**Run 1: close-up of the layout**

The bar under the picture is 10 um long. Region (43, 18) to (83, 58) um. Cells in gray, sequential cells in the stronger gray; small squares are vias.
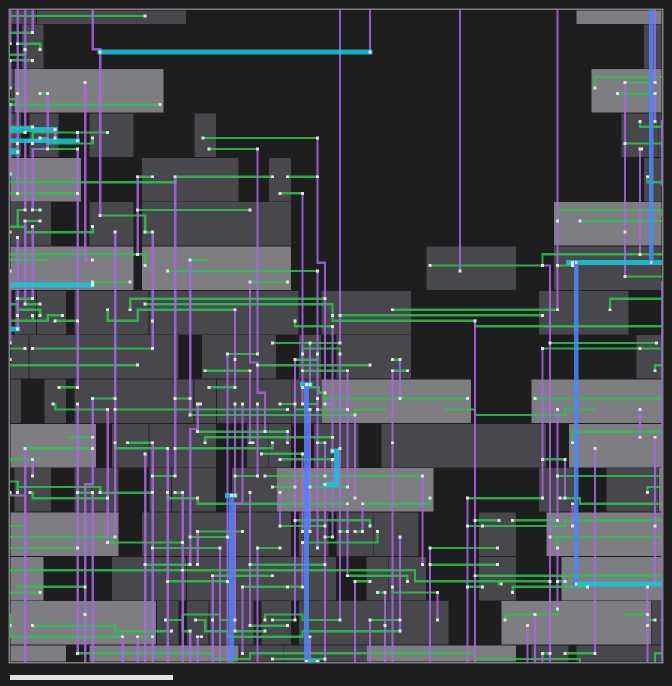
**Run 1: routing congestion**

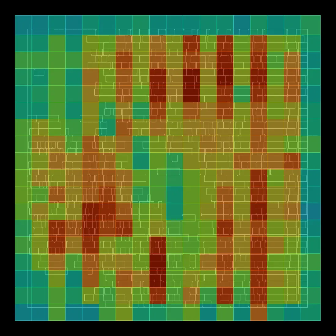
**Run 1: the metal 2 layer**

The bar under the picture is 50 um long.
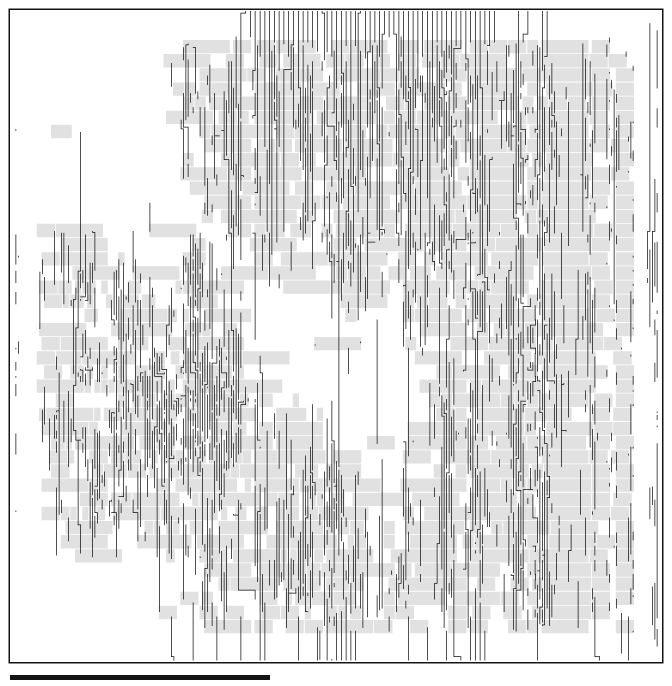
**config.mk**
```make
export PLATFORM = sky130hd
export DESIGN_NAME = stripe_n_flat
export DESIGN_NICKNAME = d
export VERILOG_FILES = /design/src/rtl/stripe_n_if.sv /design/src/rtl/stripe_n.sv /design/src/flat_wrapper.sv
export SDC_FILE = /design/constraint.sdc
export NUM_CORES = 1
export LEC_CHECK = 0
export CAP_MARGIN = 20
export CORE_MARGIN = 5
export CORE_UTILIZATION = 47
export DETAILED_ROUTE_END_ITERATION = 6
export PLACE_DENSITY = 0.84
export SKIP_CTS_REPAIR_TIMING = 1
export SYNTH_ARGS = -nofsm -noshare
export SYNTH_HDL_FRONTEND = slang
export SYNTH_SLANG_ARGS = --single-unit
export TNS_END_PERCENT = 20
```
**constraint.sdc**
```tcl
create_clock -name clk_2f -period 2.15 [get_ports clk_2f]
set_clock_uncertainty 0.1 [all_clocks]
set_input_delay 0.645 -clock clk_2f [delete_from_list [all_inputs] [get_ports clk_2f]]
set_output_delay 0.645 -clock clk_2f [all_outputs]
set_load 0.01 [all_outputs]
```
**src/rtl/stripe_n_if.sv**
```systemverilog
// Bundle of the word-in / lanes-out signals of stripe_n.
// The producer (master) drives the input word; stripe_n (slave) drives the lanes.
interface stripe_n_if #(
  parameter int DATA_W = 32,
  parameter int LANES  = 4
);
  // valid_in qualifies data_in on every rising clk_2f edge; there is no backpressure.
  // lane_valid[i] marks a fresh word on lane i for exactly one cycle.
  logic [DATA_W-1:0]       data_in;
  logic                    valid_in;
  logic [$clog2(LANES):0]  num_lanes;
  logic [LANES*DATA_W-1:0] lane_data;
  logic [LANES-1:0]        lane_valid;
  logic                    burst_end;
  logic [15:0]             burst_len;
  logic                    dbg_state;

  modport master (
    output data_in, valid_in, num_lanes,
    input  lane_data, lane_valid, burst_end, burst_len, dbg_state
  );

  modport slave (
    input  data_in, valid_in, num_lanes,
    output lane_data, lane_valid, burst_end, burst_len, dbg_state
  );
endinterface

```
**src/rtl/stripe_n.sv**
```systemverilog
// Stripes a stream of words round-robin across LANES output lanes with one cycle
// of latency, and reports the length of each completed burst.
module stripe_n #(
  parameter int DATA_W    = 32,
  parameter int LANES     = 4,
  parameter int IDLE_ZERO = 1
) (
  input logic        clk_2f,
  input logic        reset,
  stripe_n_if.slave  bus
);
  localparam int PTR_W = $clog2(LANES);
  localparam int NL_W  = $clog2(LANES) + 1;
  localparam logic [NL_W-1:0] MAX_ACTIVE = NL_W'(LANES);

  typedef enum logic {
    S_IDLE  = 1'b0,
    S_BURST = 1'b1
  } state_t;

  state_t                  r_state;
  state_t                  w_state_nxt;
  logic [NL_W-1:0]         r_active;
  logic [NL_W-1:0]         w_active;
  logic [PTR_W-1:0]        r_ptr;
  logic [PTR_W-1:0]        w_ptr_nxt;
  logic [15:0]             r_cnt;
  logic [LANES*DATA_W-1:0] r_lane_data;
  logic [LANES-1:0]        r_lane_valid;
  logic                    r_burst_end;
  logic [15:0]             r_burst_len;
  logic [LANES-1:0]        w_sel;
  logic                    w_end;

  always_ff @(posedge clk_2f or negedge reset) begin
    if (!reset) begin
      r_state  <= S_IDLE;
      r_active <= MAX_ACTIVE;
      r_ptr    <= '0;
    end else begin
      r_state  <= w_state_nxt;
      r_active <= w_active;
      r_ptr    <= w_ptr_nxt;
    end
  end

  // The lane count is sampled combinationally on IDLE cycles so the first word
  // of a burst already uses it; inside a burst the latched copy is frozen.
  always_comb begin
    w_active    = r_active;
    w_state_nxt = r_state;
    w_end       = 1'b0;
    w_ptr_nxt   = r_ptr;
    w_sel       = '0;

    if (r_state == S_IDLE) begin
      if (bus.num_lanes == '0 || bus.num_lanes > MAX_ACTIVE) begin
        w_active = MAX_ACTIVE;
      end else begin
        w_active = bus.num_lanes;
      end
    end

    case (r_state)
      S_IDLE:  if (bus.valid_in)  w_state_nxt = S_BURST;
      S_BURST: if (!bus.valid_in) begin
        w_state_nxt = S_IDLE;
        w_end       = 1'b1;
      end
      default: w_state_nxt = S_IDLE;
    endcase

    if (bus.valid_in) begin
      w_sel = LANES'(1) << r_ptr;
      if (NL_W'(r_ptr) >= w_active - NL_W'(1)) begin
        w_ptr_nxt = '0;
      end else begin
        w_ptr_nxt = r_ptr + PTR_W'(1);
      end
    end else if (w_end) begin
      w_ptr_nxt = '0;
    end
  end

  always_ff @(posedge clk_2f or negedge reset) begin
    if (!reset) begin
      r_lane_data  <= '0;
      r_lane_valid <= '0;
    end else begin
      r_lane_valid <= w_sel;
      for (int i = 0; i < LANES; i++) begin
        if (w_sel[i]) begin
          r_lane_data[i*DATA_W +: DATA_W] <= bus.data_in;
        end else if (IDLE_ZERO != 0) begin
          r_lane_data[i*DATA_W +: DATA_W] <= '0;
        end
      end
    end
  end

  // Word counter saturates so an over-long burst reports 16'hFFFF, not a wrap.
  always_ff @(posedge clk_2f or negedge reset) begin
    if (!reset) begin
      r_cnt       <= '0;
      r_burst_end <= 1'b0;
      r_burst_len <= '0;
    end else begin
      r_burst_end <= w_end;
      if (w_end) begin
        r_burst_len <= r_cnt;
        r_cnt       <= '0;
      end else if (bus.valid_in && r_cnt != 16'hFFFF) begin
        r_cnt <= r_cnt + 16'd1;
      end
    end
  end

  assign bus.lane_data  = r_lane_data;
  assign bus.lane_valid = r_lane_valid;
  assign bus.burst_end  = r_burst_end;
  assign bus.burst_len  = r_burst_len;
  assign bus.dbg_state  = r_state;
endmodule

```
**src/flat_wrapper.sv**
```systemverilog
// flat-port wrapper written by rule: the top's interface ports become plain ports
module stripe_n_flat 
#(
  parameter int DATA_W    = 32,
  parameter int LANES     = 4,
  parameter int IDLE_ZERO = 1
)
  (clk_2f, reset, bus_data_in, bus_valid_in, bus_num_lanes, bus_lane_data, bus_lane_valid, bus_burst_end, bus_burst_len, bus_dbg_state);
  stripe_n_if #(.DATA_W(DATA_W), .LANES(LANES)) bus_i ();
  input logic clk_2f;
  input logic reset;
  input wire logic [$bits(bus_i.data_in)-1:0] bus_data_in;
  input wire logic [$bits(bus_i.valid_in)-1:0] bus_valid_in;
  input wire logic [$bits(bus_i.num_lanes)-1:0] bus_num_lanes;
  output wire logic [$bits(bus_i.lane_data)-1:0] bus_lane_data;
  output wire logic [$bits(bus_i.lane_valid)-1:0] bus_lane_valid;
  output wire logic [$bits(bus_i.burst_end)-1:0] bus_burst_end;
  output wire logic [$bits(bus_i.burst_len)-1:0] bus_burst_len;
  output wire logic [$bits(bus_i.dbg_state)-1:0] bus_dbg_state;
  assign bus_i.data_in = bus_data_in;
  assign bus_i.valid_in = bus_valid_in;
  assign bus_i.num_lanes = bus_num_lanes;
  assign bus_lane_data = bus_i.lane_data;
  assign bus_lane_valid = bus_i.lane_valid;
  assign bus_burst_end = bus_i.burst_end;
  assign bus_burst_len = bus_i.burst_len;
  assign bus_dbg_state = bus_i.dbg_state;
  stripe_n #(.DATA_W(DATA_W), .LANES(LANES), .IDLE_ZERO(IDLE_ZERO)) u_core (.clk_2f(clk_2f), .reset(reset), .bus(bus_i));
endmodule
```
==> flow_metrics.env, run 1 <==
# source this file to load flow results
export IMPL_async_flop_share=1.000
export IMPL_mostFrequentLayoutCells="clkdlybuf4s50_1, dfrtp_1, and3_1"
export IMPL_status="complete, but fails checks"
export IMPL_internal_power_uw=6188
export IMPL_clock_area_frac=0.06557
export IMPL_route_met3_wl_um=1040
export IMPL_htreeDepth=4
export IMPL_fin_setup_tns_ns=-0.2012
export IMPL_ys_types=46
export IMPL_setup_viol=3
export IMPL_synthesis_nets=560
export IMPL_antennaDiodeCount=0
export IMPL_violations="negative setup slack"
export IMPL_comb_power_share=0.221
export IMPL_viasPerCell=5.345
export IMPL_ioPinCount=188
export IMPL_comb_area_frac=0.2006
export IMPL_final_seq_area_um2=4282
export IMPL_place_area_um2=8418
export IMPL_coreArea_um2=13140
export IMPL_antenna_found_initial=0
export IMPL_finalInstanceArea_um2=9082
export IMPL_cts_tree="yes"
export IMPL_path_max_fanout=2
export IMPL_r2r_setup_slack_ns=0.19
export IMPL_sw_frac_of_total=0.2885
export IMPL_crit_end="u_core.r_ptr[1]"
export IMPL_maxCapViolCount=0
export IMPL_lay_top_count="clkdlybuf4s50_1"
export IMPL_grt_met3_usage=0.04776
export IMPL_setup_ws_ns=-0.1082
About 'close-up of the layout':
color	layer
blue	met4
cyan	met3
purple	met2
green	met1
most frequent	dfrtp_1 (12), buf_4 (7), inv_1 (6)
cells with their middle in the window	71
netlist names of flops here include	`u_core.bus.lane_data` (6), `u_core.r_active` (2), `u_core.r_cnt` (2)
sequential cells in the window	14

About 'routing congestion':
Routed WL per cell: 18.71 um
fin util: 0.6913
total track usage: 0.2137
M2 GR Usage: 0.3746

About 'the metal 2 layer':
share of all routed wire	52%
main direction	vertical
longest straight run	66.3 um
post-detailed-routing wire length: 16670 um
vias: 4762

## run 1: Yosys cell counts (all sizes together), types with 3 or more instances
cell type | n | area [um^2]
a21oi | 8 | 40.04
and2 | 6 | 37.54
and3 | 130 | 813.3
and4 | 3 | 30.03
buf | 6 | 35.03
clkbuf | 33 | 125.1
dfrtp | 170 | 4254
ha | 9 | 112.6
inv | 12 | 45.04
nand2 | 54 | 205.2
nand2b | 3 | 18.77
nand3 | 10 | 50.05
nand4 | 11 | 90.08
nor2 | 9 | 33.78
nor3 | 3 | 15.01
o211ai | 3 | 22.52
o21a | 3 | 22.52
o21ai | 10 | 50.05
o31ai | 4 | 30.03
==> run 1 -> run 2 <==
Settings changed: HOLD_SLACK_MARGIN from default to 0.08.
**Run 2: the metal 2 layer**

The bar under the picture is 50 um long.
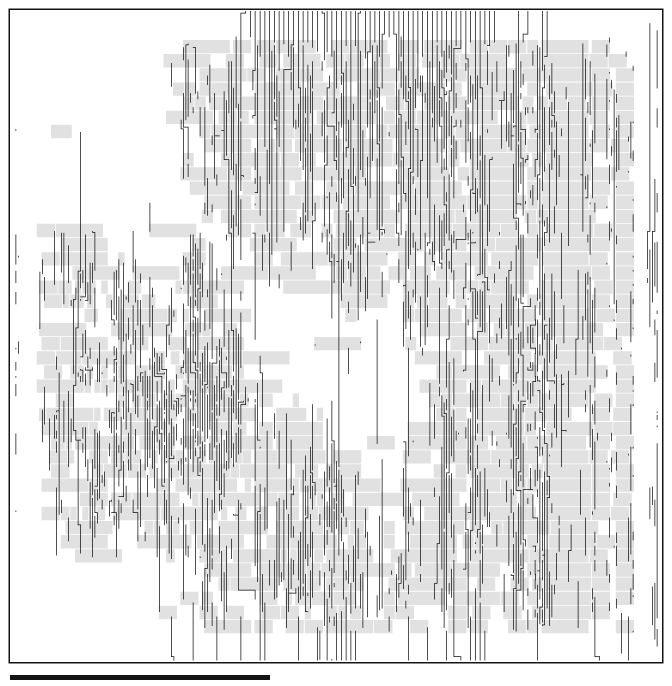
share of all routed wire	52%
longest straight run	66.3 um
nets with wire on the layer	652
main direction	vertical

==> flow_metrics.env, run 2 <==
# source this file to load flow results
export IMPL_violations="negative setup slack"
export IMPL_fin_setup_tns_ns=-0.2012
export IMPL_place_area_um2=8418
export IMPL_async_flop_share=1.000
export IMPL_setup_ws_ns=-0.1082
export IMPL_path_max_fanout=2
export IMPL_finalInstanceArea_um2=9082
export IMPL_crit_end="u_core.r_ptr[1]"
export IMPL_maxCapViolCount=0
export IMPL_antennaDiodeCount=0
export IMPL_utilization=0.6913
export IMPL_setup_viol=3
export IMPL_antenna_found_initial=0
export IMPL_internal_power_uw=6188
export IMPL_mostFrequentLayoutCells="clkdlybuf4s50_1, dfrtp_1, and3_1"
export IMPL_synth_largest_area_cell="dfrtp_1"
export IMPL_top_area_frac=0.6801
export IMPL_ioPinCount=188
export IMPL_cts_tree="yes"
export IMPL_lay_top_count="clkdlybuf4s50_1"
export IMPL_htreeDepth=4
export IMPL_comb_power_share=0.221
export IMPL_status="complete, but fails checks"
export IMPL_synthesis_nets=560
export IMPL_ys_types=46
export IMPL_avgRoutedWirePerCell_um=18.71
export IMPL_coreArea_um2=13140
export IMPL_r2r_setup_slack_ns=0.19
export IMPL_grt_usage=0.2137
export IMPL_viasPerCell=5.345
run 2: cell counts after synthesis:
No cell type changed its count.
run 2: critical path, cell delays in order:
cell and delay [ns]:
buf_6 0.09, or2_4 0.24, ha_4 0.20, nand2b_4 0.12, o21a_1 0.20, ha_4 0.23
ha_4 0.26, a21oi_2 0.05, o31ai_2 0.28, o21ai_1 0.11
run 2: layer usage:
layer / vias to the layer above / GRT usage / wire length, um
li1: 2143 / - / -
met1: 2363 / 0.2619 / 6614
met5: - / 0 / 0
met4: 0 / 0.07398 / 395
met2: 224 / 0.3746 / 8618
met3: 32 / 0.04776 / 1040
run 2: final cells by class:
type                    count  area [um^2]
flip-flops and latches    171         4282
clock buffers              18        439.2
fillers                   898         4055
multi-input cells         290         1822
well taps                 176        220.2
inverters                  13        48.80
repair buffers            209         2115
clock inverters            14        156.4
